### Clock distribution, run 1

Bar = 20 µm.
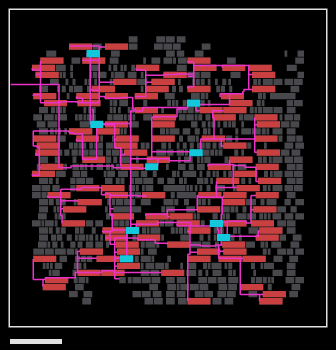
### Cells colored by class, run 1

Fill, decap, tap and diode cells in gray.
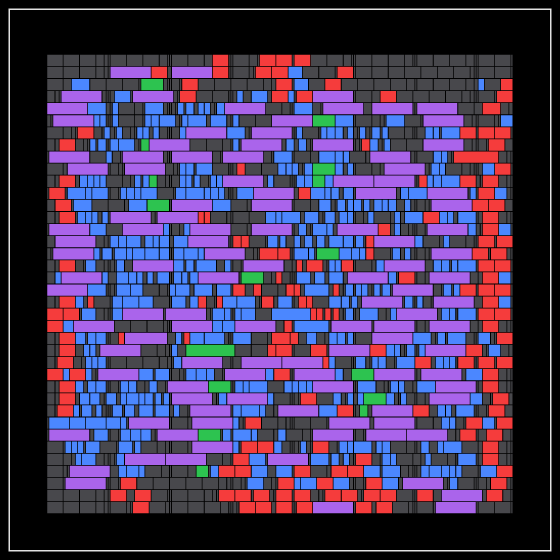
### Signal wires by layer, run 1

Bar = 20 µm. Only two layers are drawn.
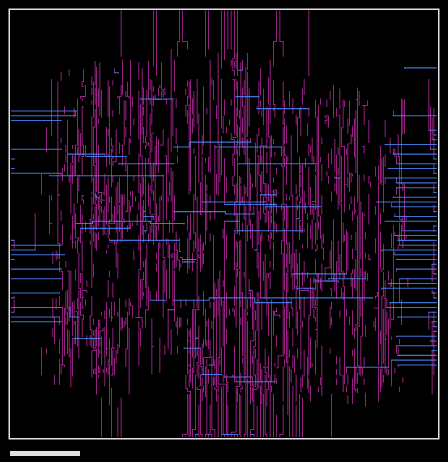
**src/rtl/inst_encoder_pkg.sv**
```systemverilog
// Shared ISA definitions: instruction kinds, MIPS opcode/funct constants and field packers.
package inst_encoder_pkg;

  localparam int unsigned KIND_W  = 5;
  localparam int unsigned REG_W   = 5;
  localparam int unsigned IMM_W   = 16;
  localparam int unsigned TGT_W   = 26;
  localparam int unsigned OP_W    = 6;
  localparam int unsigned FUNCT_W = 6;
  localparam int unsigned WORD_W  = 32;

  typedef enum logic [KIND_W-1:0] {
    ENC_ADD   = 5'd0,
    ENC_ADDU  = 5'd1,
    ENC_SUBU  = 5'd2,
    ENC_AND   = 5'd3,
    ENC_OR    = 5'd4,
    ENC_SLT   = 5'd5,
    ENC_SLL   = 5'd6,
    ENC_JR    = 5'd7,
    ENC_ADDI  = 5'd8,
    ENC_ADDIU = 5'd9,
    ENC_ANDI  = 5'd10,
    ENC_ORI   = 5'd11,
    ENC_LW    = 5'd12,
    ENC_SW    = 5'd13,
    ENC_BEQ   = 5'd14,
    ENC_LUI   = 5'd15,
    ENC_J     = 5'd16,
    ENC_JAL   = 5'd17
  } enc_kind_e;

  localparam logic [OP_W-1:0] OPCODE_RTYPE = 6'h00;
  localparam logic [OP_W-1:0] OPCODE_J     = 6'h02;
  localparam logic [OP_W-1:0] OPCODE_JAL   = 6'h03;
  localparam logic [OP_W-1:0] OPCODE_BEQ   = 6'h04;
  localparam logic [OP_W-1:0] OPCODE_ADDI  = 6'h08;
  localparam logic [OP_W-1:0] OPCODE_ADDIU = 6'h09;
  localparam logic [OP_W-1:0] OPCODE_ANDI  = 6'h0C;
  localparam logic [OP_W-1:0] OPCODE_ORI   = 6'h0D;
  localparam logic [OP_W-1:0] OPCODE_LUI   = 6'h0F;
  localparam logic [OP_W-1:0] OPCODE_LW    = 6'h23;
  localparam logic [OP_W-1:0] OPCODE_SW    = 6'h2B;

  localparam logic [FUNCT_W-1:0] FUNCT_SLL  = 6'h00;
  localparam logic [FUNCT_W-1:0] FUNCT_JR   = 6'h08;
  localparam logic [FUNCT_W-1:0] FUNCT_ADD  = 6'h20;
  localparam logic [FUNCT_W-1:0] FUNCT_ADDU = 6'h21;
  localparam logic [FUNCT_W-1:0] FUNCT_SUBU = 6'h23;
  localparam logic [FUNCT_W-1:0] FUNCT_AND  = 6'h24;
  localparam logic [FUNCT_W-1:0] FUNCT_OR   = 6'h25;
  localparam logic [FUNCT_W-1:0] FUNCT_SLT  = 6'h2A;

  typedef struct packed {
    logic [REG_W-1:0] rs;
    logic [REG_W-1:0] rt;
    logic [REG_W-1:0] rd;
    logic [REG_W-1:0] shamt;
    logic [IMM_W-1:0] imm;
    logic [TGT_W-1:0] target;
  } enc_fields_t;

  function automatic logic [WORD_W-1:0] pack_r(input logic [REG_W-1:0] rs,
                                               input logic [REG_W-1:0] rt,
                                               input logic [REG_W-1:0] rd,
                                               input logic [REG_W-1:0] shamt,
                                               input logic [FUNCT_W-1:0] funct);
    return {OPCODE_RTYPE, rs, rt, rd, shamt, funct};
  endfunction

  function automatic logic [WORD_W-1:0] pack_i(input logic [OP_W-1:0] op,
                                               input logic [REG_W-1:0] rs,
                                               input logic [REG_W-1:0] rt,
                                               input logic [IMM_W-1:0] imm);
    return {op, rs, rt, imm};
  endfunction

  function automatic logic [WORD_W-1:0] pack_j(input logic [OP_W-1:0] op,
                                               input logic [TGT_W-1:0] target);
    return {op, target};
  endfunction

endpackage

```
**src/rtl/enc_fifo2.sv**
```systemverilog
// Two-entry FIFO with registered valid/ready flags; clear flushes occupancy but keeps data.
module enc_fifo2 #(
  parameter int unsigned DATA_W = 42
) (
  input  logic              clk,
  input  logic              rst_n,
  input  logic              i_clear,
  input  logic              i_push,
  input  logic [DATA_W-1:0] i_data,
  input  logic              i_pop,
  output logic [DATA_W-1:0] o_data,
  output logic              o_valid,
  output logic              o_ready
);

  logic [DATA_W-1:0] r_mem [2];
  logic              r_wr_ptr;
  logic              r_rd_ptr;
  logic [1:0]        r_cnt;
  logic              r_valid;
  logic              r_ready;
  logic              w_pop;
  logic              w_push;
  logic [1:0]        w_cnt_nxt;

  assign w_pop  = i_pop & r_valid;
  assign w_push = i_push & ((r_cnt != 2'd2) | w_pop);

  always_comb begin
    w_cnt_nxt = r_cnt;
    case ({w_push, w_pop})
      2'b10:   w_cnt_nxt = r_cnt + 2'd1;
      2'b01:   w_cnt_nxt = r_cnt - 2'd1;
      default: w_cnt_nxt = r_cnt;
    endcase
  end

  always_ff @(posedge clk or negedge rst_n) begin
    if (!rst_n) begin
      r_mem[0] <= '0;
      r_mem[1] <= '0;
      r_wr_ptr <= 1'b0;
      r_rd_ptr <= 1'b0;
      r_cnt    <= 2'd0;
      r_valid  <= 1'b0;
      r_ready  <= 1'b1;
    end else if (i_clear) begin
      r_wr_ptr <= 1'b0;
      r_rd_ptr <= 1'b0;
      r_cnt    <= 2'd0;
      r_valid  <= 1'b0;
      r_ready  <= 1'b1;
    end else begin
      if (w_push) begin
        r_mem[r_wr_ptr] <= i_data;
        r_wr_ptr        <= ~r_wr_ptr;
      end
      if (w_pop) begin
        r_rd_ptr <= ~r_rd_ptr;
      end
      r_cnt   <= w_cnt_nxt;
      r_valid <= (w_cnt_nxt != 2'd0);
      r_ready <= (w_cnt_nxt != 2'd2);
    end
  end

  assign o_data  = r_mem[r_rd_ptr];
  assign o_valid = r_valid;
  assign o_ready = r_ready;

endmodule

```
**src/rtl/inst_encoder.sv**
```systemverilog
// Packs instruction fields into 32-bit MIPS words and streams them, address-stamped, to IMEM.
module inst_encoder
  import inst_encoder_pkg::*;
#(
  parameter int unsigned ADDR_W    = 10,
  parameter int unsigned BASE_ADDR = 0
) (
  input  logic              clk,
  input  logic              rst_n,
  input  logic              clear,
  input  logic              in_valid,
  output logic              in_ready,
  input  logic [KIND_W-1:0] in_kind,
  input  logic [REG_W-1:0]  in_rs,
  input  logic [REG_W-1:0]  in_rt,
  input  logic [REG_W-1:0]  in_rd,
  input  logic [REG_W-1:0]  in_shamt,
  input  logic [IMM_W-1:0]  in_imm,
  input  logic [TGT_W-1:0]  in_target,
  output logic              out_valid,
  input  logic              out_ready,
  output logic [WORD_W-1:0] out_word,
  output logic [ADDR_W-1:0] out_addr,
  output logic              full,
  output logic              err,
  output logic [ADDR_W:0]   word_cnt
);

  localparam int unsigned CNT_W   = ADDR_W + 1;
  localparam int unsigned ENTRY_W = WORD_W + ADDR_W;
  localparam logic [ADDR_W-1:0] BASE    = ADDR_W'(BASE_ADDR);
  localparam logic [ADDR_W-1:0] LAST    = '1;
  localparam logic [CNT_W-1:0]  CNT_MAX = CNT_W'(1) << ADDR_W;

  enc_fields_t       w_f;
  logic [WORD_W-1:0] w_word;
  logic              w_legal;
  logic              w_accept;
  logic              w_push;
  logic              w_pop;
  logic [ENTRY_W-1:0] w_head;
  logic              w_fifo_valid;
  logic              w_fifo_ready;

  logic [ADDR_W-1:0] r_tail;
  logic              r_full;
  logic              r_err;
  logic [CNT_W-1:0]  r_word_cnt;

  assign w_f = '{rs: in_rs, rt: in_rt, rd: in_rd, shamt: in_shamt,
                 imm: in_imm, target: in_target};

  // Field packing per kind; unused fields are forced to zero
  always_comb begin
    w_word  = '0;
    w_legal = 1'b1;
    case (enc_kind_e'(in_kind))
      ENC_ADD:   w_word = pack_r(w_f.rs, w_f.rt, w_f.rd, 5'd0, FUNCT_ADD);
      ENC_ADDU:  w_word = pack_r(w_f.rs, w_f.rt, w_f.rd, 5'd0, FUNCT_ADDU);
      ENC_SUBU:  w_word = pack_r(w_f.rs, w_f.rt, w_f.rd, 5'd0, FUNCT_SUBU);
      ENC_AND:   w_word = pack_r(w_f.rs, w_f.rt, w_f.rd, 5'd0, FUNCT_AND);
      ENC_OR:    w_word = pack_r(w_f.rs, w_f.rt, w_f.rd, 5'd0, FUNCT_OR);
      ENC_SLT:   w_word = pack_r(w_f.rs, w_f.rt, w_f.rd, 5'd0, FUNCT_SLT);
      ENC_SLL:   w_word = pack_r(5'd0, w_f.rt, w_f.rd, w_f.shamt, FUNCT_SLL);
      ENC_JR:    w_word = pack_r(w_f.rs, 5'd0, 5'd0, 5'd0, FUNCT_JR);
      ENC_ADDI:  w_word = pack_i(OPCODE_ADDI, w_f.rs, w_f.rt, w_f.imm);
      ENC_ADDIU: w_word = pack_i(OPCODE_ADDIU, w_f.rs, w_f.rt, w_f.imm);
      ENC_ANDI:  w_word = pack_i(OPCODE_ANDI, w_f.rs, w_f.rt, w_f.imm);
      ENC_ORI:   w_word = pack_i(OPCODE_ORI, w_f.rs, w_f.rt, w_f.imm);
      ENC_LW:    w_word = pack_i(OPCODE_LW, w_f.rs, w_f.rt, w_f.imm);
      ENC_SW:    w_word = pack_i(OPCODE_SW, w_f.rs, w_f.rt, w_f.imm);
      ENC_BEQ:   w_word = pack_i(OPCODE_BEQ, w_f.rs, w_f.rt, w_f.imm);
      ENC_LUI:   w_word = pack_i(OPCODE_LUI, 5'd0, w_f.rt, w_f.imm);
      ENC_J:     w_word = pack_j(OPCODE_J, w_f.target);
      ENC_JAL:   w_word = pack_j(OPCODE_JAL, w_f.target);
      default:   w_legal = 1'b0;
    endcase
  end

  assign in_ready = w_fifo_ready & ~r_full;
  assign w_accept = in_valid & in_ready;
  assign w_push   = w_accept & w_legal & ~clear;
  assign w_pop    = w_fifo_valid & out_ready;

  enc_fifo2 #(.DATA_W(ENTRY_W)) u_fifo (
    .clk     (clk),
    .rst_n   (rst_n),
    .i_clear (clear),
    .i_push  (w_push),
    .i_data  ({w_word, r_tail}),
    .i_pop   (w_pop),
    .o_data  (w_head),
    .o_valid (w_fifo_valid),
    .o_ready (w_fifo_ready)
  );

  // Tail address advances per push; full latches once the last address is written
  always_ff @(posedge clk or negedge rst_n) begin
    if (!rst_n) begin
      r_tail     <= BASE;
      r_full     <= 1'b0;
      r_err      <= 1'b0;
      r_word_cnt <= '0;
    end else if (clear) begin
      r_tail     <= BASE;
      r_full     <= 1'b0;
      r_err      <= 1'b0;
      r_word_cnt <= '0;
    end else begin
      if (w_push) begin
        r_tail <= r_tail + ADDR_W'(1);
        if (r_tail == LAST) begin
          r_full <= 1'b1;
        end
      end
      if (w_accept && !w_legal) begin
        r_err <= 1'b1;
      end
      if (w_pop && (r_word_cnt != CNT_MAX)) begin
        r_word_cnt <= r_word_cnt + CNT_W'(1);
      end
    end
  end

  // When empty, show the address the next word will take
  assign out_valid = w_fifo_valid;
  assign out_word  = w_head[ENTRY_W-1:ADDR_W];
  assign out_addr  = w_fifo_valid ? w_head[ADDR_W-1:0] : r_tail;
  assign full      = r_full;
  assign err       = r_err;
  assign word_cnt  = r_word_cnt;

endmodule

```
**config.mk**
```make
export PLATFORM = sky130hd
export DESIGN_NAME = inst_encoder
export DESIGN_NICKNAME = d
export VERILOG_FILES = /design/src/rtl/inst_encoder_pkg.sv /design/src/rtl/enc_fifo2.sv /design/src/rtl/inst_encoder.sv
export SDC_FILE = /design/constraint.sdc
export NUM_CORES = 1
export LEC_CHECK = 0
export ABC_CLOCK_PERIOD_IN_PS = 3000
export CORE_MARGIN = 8
export CORE_UTILIZATION = 50
export CTS_CLUSTER_DIAMETER = 150
export DETAILED_ROUTE_END_ITERATION = 12
export GPL_TIMING_DRIVEN = 0
export PLACE_DENSITY = 0.79
export SLEW_MARGIN = 30
export SYNTH_ARGS = -nofsm -noshare
export SYNTH_HDL_FRONTEND = slang
export SYNTH_SLANG_ARGS = --single-unit
```
**constraint.sdc**
```tcl
create_clock -name clk -period 3 [get_ports clk]
set_input_delay 0.45 -clock clk [delete_from_list [all_inputs] [get_ports clk]]
set_output_delay 0.45 -clock clk [all_outputs]
set_load 0.02 [all_outputs]
```
==> flow_summary_export.csv, run 1 <==
group,metric,value,unit
finish,instances_no_fill,854,
finish,fillers,887,
outcome,outcome,"completed",
yosys,synth_flops,111,
clock_tree,clock_path_buffers,2,
clock_tree,cts_hold_buf,1,
floorplanning,die_h,121,µm
clock_tree,clock-sinks,111,
yosys,yosysChipArea,5560,µm²
finish,combAreaFraction,35.0,%
route,via_per_inst,5.67,
setup_path,r2r_cells,6,
yosys,synthTopCellsByCount,"110 x dfrtp_1, 76 x nand2_1, 63 x nor2_1",
route,wirelength,15500,µm
setup_path,crit_slowest_cell,"dfrtp_1",
floorplanning,dieArea,14800,µm²
pwr,internal_power,3090,µW
pwr,ir_drop,0.375,mV
setup_path,required,2550,ps
finish,nClkBuffers,10,
sta,hold_viol,0,
setup_path,critPathCaptureType,"output port",
finish,n_all_inverters,14,
yosys,muxShareOfSynthArea,10.1,%
setup_path,cp_top_family,"buffers and inverters",
finish,drive_gt1_share,12.0,%
finish,ff_count,111,
setup_path,start_kind,"register",
sta,setup_tns,0,ps
clock_tree,clk_pin_slew_worst_paths,100,ps
finish,buffers,166,
finish,final-nonclk-buf-share,20.7,%
setup_path,r2r-start,"u_fifo.o_ready",
About 'Clock distribution':
[clock-net drivers] cyan | count: 9
[flip-flops] red | count: 111
[clock wires] magenta | length: 1260 µm
routed clock nets	10
Clk power: 904 µW
Worst Clk Skew: 9.06 ps
clk_lat worst skew: 370 ps
Clk pwr share: 19.2%

About 'Cells colored by class':
class	color	cells	share of their area
remaining buffers and delay cells	red	166	21%
clock drivers and dummy loads	green	16	2.8%
registers	purple	111	39%
remaining logic cells	blue	421	37%
# rows: 38
final core utilization: 66.7%

About 'Signal wires by layer':
layer	color	wire length
M3	blue	1140 µm
M2	magenta	7580 µm

run 1: per-layer routing:
layer	vias up	global-route usage (%)	routed length, µm
met1	2380	26.2	6530
met3	23	5.86	1140
met2	167	35.6	7580
li1	2270	-	-
met5	-	0	0
met4	0	7.09	297
run 1: power by group through the flow:
| stage | logic, µW | registers [µW] | clock network [µW] |
|---|---|---|---|
| after floorplan | 1050 | 1950 | 0 |
| after global placement | 1800 | 1970 | 0 |
| after detailed placement | 1840 | 1990 | 0 |
| after CTS | 1840 | 1970 | 925 |
| after global routing | 1970 | 2010 | 987 |
| final | 1830 | 1970 | 904 |
run 1: worst reg2reg max path: stages (launching register included):
cell and delay, ps:
dfstp_2 560, nor4bb_1 600, o211ai_1 240, ha_1 370, or3_1 380, a21oi_1 190
nand2_1 80
## Run 2: what changed since run 1
--- a/config.mk
+++ b/config.mk
@@ -9,6 +9,7 @@
 export CORE_MARGIN = 8
 export CORE_UTILIZATION = 50
 export CTS_CLUSTER_DIAMETER = 150
+export CTS_CLUSTER_SIZE = 24
 export DETAILED_ROUTE_END_ITERATION = 12
 export GPL_TIMING_DRIVEN = 0
 export PLACE_DENSITY = 0.79
### Clock wiring as the flow saved it, run 2

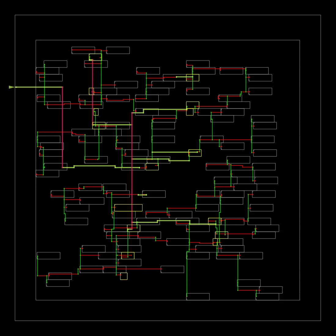
clock buf count: 10
flip-flops: 111
TritonCTS Sinks: 111

==> flow_summary_export.csv, run 2 <==
group,metric,value,unit
clock_tree,clk_pin_slew_worst_paths,100,ps
floorplanning,dieArea,14800,µm²
setup_path,cp_top_family,"buffers and inverters",
setup_path,reg2reg_slack,500,ps
pwr,p_sw_share,34.3,%
pwr,pg_comb,1830,µW
route,met1_length,6530,µm
finish,instances_no_fill,854,
sta,skew,9.06,ps
setup_path,r2r-start,"u_fifo.o_ready",
global_route,grtUsageMet2,35.6,%
yosys,synthTopCellsByCount,"110 x dfrtp_1, 76 x nand2_1, 63 x nor2_1",
finish,drive_gt1_share,12.0,%
setup_path,crit_slowest_cell,"dfrtp_1",
finish,fillers,887,
sta,hold_viol,0,
yosys,yosysChipArea,5560,µm²
global_route,met3_usage,5.86,%
pwr,maxPowerGroup,"registers",
global_route,top_usage_layer,"met2",
route,top_layer,"met4",
setup_path,critPathCaptureType,"output port",
route,wl_met2,7580,µm
hold_path,hold_depth,2,
route,via_per_inst,5.67,
finish,final_util,66.7,%
yosys,synth-edff-count,0,
floorplanning,die_h,121,µm
route,dr_wl_met3,1140,µm
place,dp_hpwl,11400,µm
pwr,p_leak,0.00303,µW
sta,setup_viol,0,
pwr,clkPwrFrac,19.2,%
setup_path,required,2550,ps
sta,setup_tns,0,ps
outcome,outcome,"completed",
### Sequential cells colored by netlist name, run 2

Bar = 20 µm.
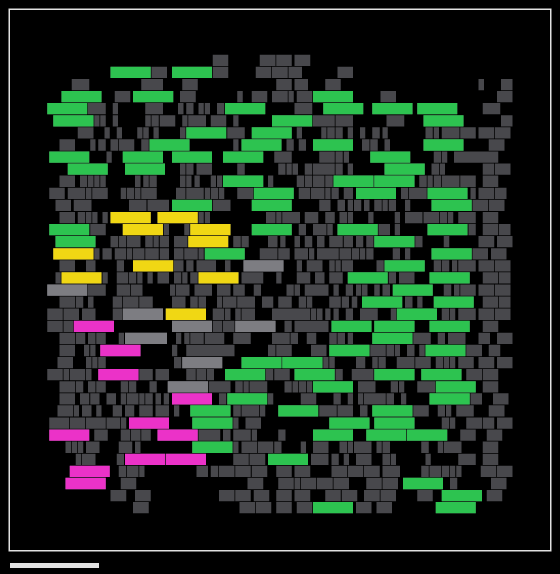
signal	color	placed flops
word_cnt	magenta	11
r_tail	yellow	10
u_fifo.r_mem	green	82
not colored	8
Seq area share: 38.4%
sequential cell power: 1970 µW
Flop area: 2780 µm²

run 2: cell counts after synthesis:
Identical to the previous run, type by type.
run 2: area by class of cell:
type | count | area [µm²] | area share, %
buffer | 39 | 205 | 2.84
clock buffer | 10 | 138 | 1.90
clock inverter | 6 | 60.1 | 0.830
inverter | 14 | 52.6 | 0.727
multi-input combinational | 407 | 2530 | 35.0
sequential | 111 | 2780 | 38.4
tap | 140 | 175 | 2.42
timing repair buffer | 127 | 1290 | 17.8
run 2: what timing repair did:
action / CTS / global route
hold endpoints to repair: 39 / 0
endpoints found under the setup margin: 27 / 0
gates resized: 3 / 0
hold buffers: 1 / 0
run 2: kinds of logic after synthesis:
group,after synthesis
muxes,51
other,1
and+or+nand+nor,193
AOI/OAI and AO/OA,141
buffers and inverters,54
adders and majority gates,4
DFF,111
xor gates and xnor gates,17
### Clock distribution, run 2

Bar = 20 µm.
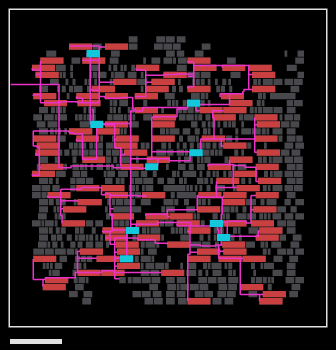

## Run 3: what changed since run 2
--- a/config.mk
+++ b/config.mk
@@ -6,13 +6,16 @@
 export NUM_CORES = 1
 export LEC_CHECK = 0
 export ABC_CLOCK_PERIOD_IN_PS = 3000
+export CELL_PAD_IN_SITES_DETAIL_PLACEMENT = 0
+export CELL_PAD_IN_SITES_GLOBAL_PLACEMENT = 2
 export CORE_MARGIN = 8
-export CORE_UTILIZATION = 50
+export CORE_UTILIZATION = 31
 export CTS_CLUSTER_DIAMETER = 150
 export CTS_CLUSTER_SIZE = 24
 export DETAILED_ROUTE_END_ITERATION = 12
 export GPL_TIMING_DRIVEN = 0
-export PLACE_DENSITY = 0.79
+export PLACE_DENSITY = 0.9
+export SKIP_CTS_REPAIR_TIMING = 1
 export SLEW_MARGIN = 30
 export SYNTH_ARGS = -nofsm -noshare
 export SYNTH_HDL_FRONTEND = slang
### Clock distribution, run 3

Bar = 50 µm.
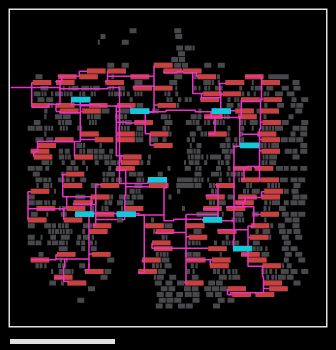
[clock wires] magenta | length: 1410 µm
[clock-net drivers] cyan | count: 9
[flip-flops] red | count: 111
routed clock nets	10
Clk pwr share: 24.5%
Worst Clk Skew: 5.79 ps
clk_lat worst skew: 350 ps

==> flow_summary_export.csv, run 3 <==
group,metric,value,unit
sta,hold_viol,0,
pwr,ir_drop,0.311,mV
route,dr_wl_met3,1210,µm
finish,area.sequential,2780,µm²
finish,final_util,41.9,%
yosys,synthTopCellsByCount,"110 x dfrtp_1, 76 x nand2_1, 63 x nor2_1",
clock_tree,clk_pin_slew_worst_paths,70,ps
finish,comb_cells,407,
pwr,pg_comb,1840,µW
route,top_layer,"met4",
finish,largest_class,"registers",
setup_path,start_kind,"register",
finish,drive_gt1_share,12.1,%
pwr,maxPowerGroup,"registers",
sta,setup_viol,0,
pwr,internal_power,3380,µW
finish,combAreaFraction,34.0,%
floorplanning,die_h,150,µm
sta,setup_tns,0,ps
finish,instances_no_fill,941,
yosys,synth_flops,111,
yosys,muxShareOfSynthArea,10.1,%
global_route,met3_usage,4.54,%
pwr,p_sw_share,33.0,%
finish,seq_area_share,37.4,%
finish,n_all_inverters,14,
floorplanning,row_count,49,
global_route,use_met1,19.1,%
finish,buffers,165,
finish,comb_area,2530,µm²
outcome,outcome,"completed",
finish,fillers,1718,
route,via_per_inst,5.05,
yosys,yosysChipArea,5560,µm²
yosys,synth-edff-count,0,
route,wl_met2,8040,µm
clock_tree,clock-sinks,111,
route,wirelength,16900,µm
finish,clock_cell_area_share,4.10,%
pwr,p_seq,1970,µW
place,dp_hpwl,12400,µm
clock_tree,clock_path_buffers,2,
### Clock wiring as the flow saved it, run 3

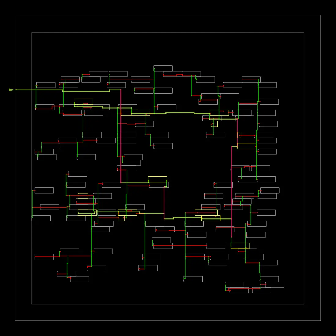
Clk power: 1240 µW
clock buf count: 11
cts bufs inserted: 9

==> run 3: path summary, 6_finish.rpt <==
check                                   endpoint              from  slack (ps)  depth (start not counted)
worst max-delay path                 out_addr[0]   u_fifo.r_rd_ptr         330                          4
worst min-delay path            u_fifo.r_mem[74]             rst_n          30                          1
worst max register to register    u_fifo.o_ready    u_fifo.o_ready         460                          6
worst min register to register  u_fifo.r_mem[28]  u_fifo.r_mem[28]         480                          2
max in group asynchronous         u_fifo.o_ready             rst_n        2250                          2
min in group clk                u_fifo.r_mem[28]  u_fifo.r_mem[28]         480                          2
==> run 3: critical path: stages, from the launching register on <==
cell	delay (ps)
dfrtp_2	510
buf_2	350
mux2i_1	120
a21oi_1	240
clkdlybuf4s50_1	650
Power is estimated from default activity; no workload was simulated.
